**Signal wires on met1**

Drawn at 4 px/um. Cells faint in the background.
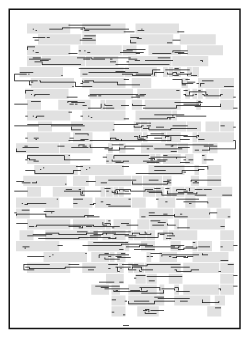
**Metal 2**

Drawn at 6 px/um.
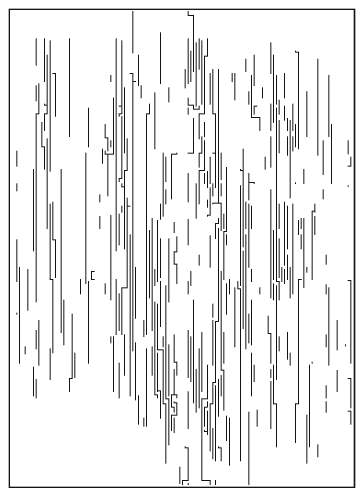
===== src/rtl/fifo_ext.sv =====
// Single-clock FIFO with normal/show-ahead read, fill level, almost flags,
// overflow/underflow pulses and synchronous clear.
module fifo_ext #(
  parameter int unsigned WIDTH      = 8,
  parameter int unsigned DEPTH_BIT  = 2,
  parameter int unsigned SHOWAHEAD  = 0,
  parameter int unsigned AFULL_LVL  = (1 << DEPTH_BIT) - 1,
  parameter int unsigned AEMPTY_LVL = 1
) (
  input  logic                 clk_i,
  input  logic                 rst_n_i,
  input  logic                 srst_i,
  input  logic                 wr_req_i,
  input  logic [WIDTH-1:0]     wr_data_i,
  input  logic                 rd_req_i,
  output logic [WIDTH-1:0]     rd_data_o,
  output logic                 rd_valid_o,
  output logic [DEPTH_BIT:0]   usedw_o,
  output logic                 full_o,
  output logic                 empty_o,
  output logic                 almost_full_o,
  output logic                 almost_empty_o,
  output logic                 overflow_o,
  output logic                 underflow_o
);

  localparam int unsigned DEPTH = 1 << DEPTH_BIT;
  localparam int unsigned PW    = DEPTH_BIT + 1;

  logic [WIDTH-1:0]     mem [DEPTH];
  logic [PW-1:0]        wr_ptr, rd_ptr, wr_ptr_n, rd_ptr_n, usedw_n;
  logic [DEPTH_BIT-1:0] wr_addr, rd_addr;
  logic                 wr_acc, rd_acc;
  logic [WIDTH-1:0]     rd_data_q;
  logic                 rd_valid_q;

  assign wr_addr = wr_ptr[DEPTH_BIT-1:0];
  assign rd_addr = rd_ptr[DEPTH_BIT-1:0];

  // Acceptance uses the registered (pre-edge) flags; clear blocks both sides.
  assign wr_acc = wr_req_i && !full_o  && !srst_i;
  assign rd_acc = rd_req_i && !empty_o && !srst_i;

  always_comb begin
    wr_ptr_n = wr_ptr;
    rd_ptr_n = rd_ptr;
    if (srst_i) begin
      wr_ptr_n = '0;
      rd_ptr_n = '0;
    end else begin
      if (wr_acc) wr_ptr_n = wr_ptr + PW'(1);
      if (rd_acc) rd_ptr_n = rd_ptr + PW'(1);
    end
    usedw_n = wr_ptr_n - rd_ptr_n;
  end

  always_ff @(posedge clk_i or negedge rst_n_i) begin
    if (!rst_n_i) begin
      wr_ptr         <= '0;
      rd_ptr         <= '0;
      usedw_o        <= '0;
      full_o         <= 1'b0;
      empty_o        <= 1'b1;
      almost_full_o  <= 1'b0;
      almost_empty_o <= 1'b1;
      overflow_o     <= 1'b0;
      underflow_o    <= 1'b0;
      rd_valid_q     <= 1'b0;
      rd_data_q      <= '0;
    end else begin
      wr_ptr         <= wr_ptr_n;
      rd_ptr         <= rd_ptr_n;
      usedw_o        <= usedw_n;
      full_o         <= (usedw_n == PW'(DEPTH));
      empty_o        <= (wr_ptr_n == rd_ptr_n);
      almost_full_o  <= (usedw_n >= PW'(AFULL_LVL));
      almost_empty_o <= (usedw_n <= PW'(AEMPTY_LVL));
      overflow_o     <= wr_req_i && full_o  && !srst_i;
      underflow_o    <= rd_req_i && empty_o && !srst_i;
      rd_valid_q     <= rd_acc;
      if (srst_i)      rd_data_q <= '0;
      else if (rd_acc) rd_data_q <= mem[rd_addr];
    end
  end

  // Storage is deliberately not reset.
  always_ff @(posedge clk_i) begin
    if (wr_acc) mem[wr_addr] <= wr_data_i;
  end

  // Show-ahead presents the head word combinationally from storage.
  assign rd_data_o  = (SHOWAHEAD != 0) ? (empty_o ? '0 : mem[rd_addr]) : rd_data_q;
  assign rd_valid_o = (SHOWAHEAD != 0) ? !empty_o : rd_valid_q;

endmodule


===== config.mk =====
export PLATFORM = sky130hd
export DESIGN_NAME = fifo_ext
export DESIGN_NICKNAME = d
export VERILOG_FILES = /design/src/rtl/fifo_ext.sv
export SDC_FILE = /design/constraint.sdc
export NUM_CORES = 1
export LEC_CHECK = 0
export CORE_ASPECT_RATIO = 1.4
export CORE_UTILIZATION = 53
export DETAILED_ROUTE_END_ITERATION = 6
export PLACE_DENSITY = 0.78
export SYNTH_ARGS = -nofsm -noshare
export SYNTH_HDL_FRONTEND = slang
export SYNTH_SLANG_ARGS = --single-unit

===== constraint.sdc =====
create_clock -name clk_i -period 3.2 [get_ports clk_i]
set_clock_uncertainty 0.05 [all_clocks]
set_input_delay 0.64 -clock clk_i [delete_from_list [all_inputs] [get_ports clk_i]]
set_output_delay 0.64 -clock clk_i [all_outputs]
set_load 0.05 [all_outputs]

==> results.cfg <==
; flow metrics
[setup_path]
worstSetupEndpointType = flop
path_buffers = 2
crit_type = input port to flop
cp.depth = 9
crit_slowest_cell = clkdlybuf4s50_1
crit_chain = clkdlybuf4s50_1, or2b_1, xnor2_1, or2_2, ha_1, inv_1, fa_1, xnor3_2, nor3b_2
critPathTopFamily = simple AND/OR/NAND/NOR gates
cp-startpoint = wr_req_i
worstRegToRegCells = 6
critPathRequiredTime_ps = 3350
start_kind = input port
critPathMaxStageDelay_ps = 480
critPathMaxFanout = 4

[placed_design]
placed_area_um2 = 2630
place_inst = 215
gp_congestion = 0.804

[clocking]
clk_pin_slew_ps = 100
h-tree-depth = 2
clock_sinks = 56
cts_hold_buffers = 0
cts_setup_buffers = 0
clk_path_buf_depth = 2
root_buffer = clkbuf_8

[global_route]
grt_pass1_wl_um = 6240
antenna_found_initial = 0
grt_remaining_overflow = 0
grt_max_degree = 25
track_usage = 0.185

[routing]
drc_errors = 5
ant_nets = 0
wire_per_inst_um = 16.5
viasPerCell = 5.44

[layout]
stdcell_area_um2 = 2730
post-route-util = 0.678
post_route_cells_drive_above_1_share = 0.167
nFillCells = 278
num-nets-final = 200

[hold_path]
min_path_cells = 2
min_path_type = flop to flop
min-delay-start = empty_o

[synthesis]
ys_ff = 56
synth_area_per_cell_um2 = 15.9
ys_cells = 143
yosys-top-cells-count = edfxtp_1, dfrtp_1, nand2_1
top_cell = edfxtp_1
synthDominantCellAreaShare = 0.423
area_leaders = edfxtp_1, dfrtp_1, mux4_2
yosysWarnings = 0
ys_async_sr_fraction = 0.429
synth-area-yosys_um2 = 2270

[sta]
finalCritPeriodShare = 0.847
slew_headroom = 0.605
rsz0062_at_grt = no
worst_pin_slew_ps = 593
whs_ps = 464

[power_and_ir_drop]
p_per_area_nw_per_um2 = 711

[run_status]
violations = DRC
status = finished, violations left

[floorplan]
core.rowCount = 27
chipArea_um2 = 4550
fp-utilization = 0.565
die_w_um = 57.3
boundaryPins = 31

[flow_run]
max_cap_viol_count = 0
Notes on 'signal wires on met1' above:
- wire length on this layer: 1,410 um
- nets with wire on the layer: 173
- share of all routed wire: 38%
- longest straight run: 20.2 um
- main direction: horizontal
Via Count: 1,213
GR Util met1: 0.221
aggregate routed wire length: 3680 um

Notes on 'metal 2' above:
- nets with wire on the layer: 170
- wire length on this layer: 2,090 um
- share of all routed wire: 57%

## per-layer routing
metal,share of wire,wire [um],vias up,GRT usage
met5,0,0,-,0
met4,0.0073,27,0,0.0561
met3,0.038,140,2,0.0259
met2,0.57,2090,37,0.344
met1,0.38,1410,605,0.221
li1,-,-,569,-
## tightest hold or removal path, stage by stage (launching register included)
cell     delay (ps)
dfstp_2         400
nand2_1          60
nor2_1           40
## final timing paths
check	endpoint
setup / recovery	full_o
hold / removal	underflow_o
setup reg to reg	full_o
hold reg to reg	underflow_o
max in group asynchronous	empty_o
min in group asynchronous	usedw_o[2]
## kinds of logic after synthesis
group                      count (synthesis)  synth area share
DFF                                       56             0.689
xor gates and xnor gates                   4            0.0221
and+or+nand+nor                           42            0.0965
muxes                                     12            0.0998
AOI/OAI and AO/OA                          9            0.0210
adders and majority gates                  8            0.0474
buffers and inverters                     12            0.0243
## flip-flops by register name, indices dropped and copies added (netlist names)
signal / count
rd_ptr: 3
almost_empty_o: 1
overflow_o: 1
wr_ptr: 3
rd_data_o: 8
rd_valid_o: 1
underflow_o: 1
usedw_o: 3
almost_full_o: 1
full_o: 1
mem: 32
empty_o: 1
## report_power, final
part | internal, mW | total, mW | leakage, nW | switching [mW]
logic | 0.249 | 0.613 | 0.432 | 0.364
registers | 0.865 | 0.930 | 0.609 | 0.0646
clock network | 0.161 | 0.393 | 0.0463 | 0.232
total | 1.28 | 1.94 | 1.09 | 0.661
## cell type report
class / instances / area [um^2] / area share
clock inverters: 3 / 27.5 / 0.0101
clock buffers: 5 / 68.8 / 0.0253
flip-flops and latches: 56 / 1560 / 0.574
multi-input cells: 75 / 651 / 0.239
repair buffers: 35 / 338 / 0.124
well taps: 43 / 53.8 / 0.0197
inverters: 6 / 22.5 / 0.00826
Power and IR drop assume default switching activity.
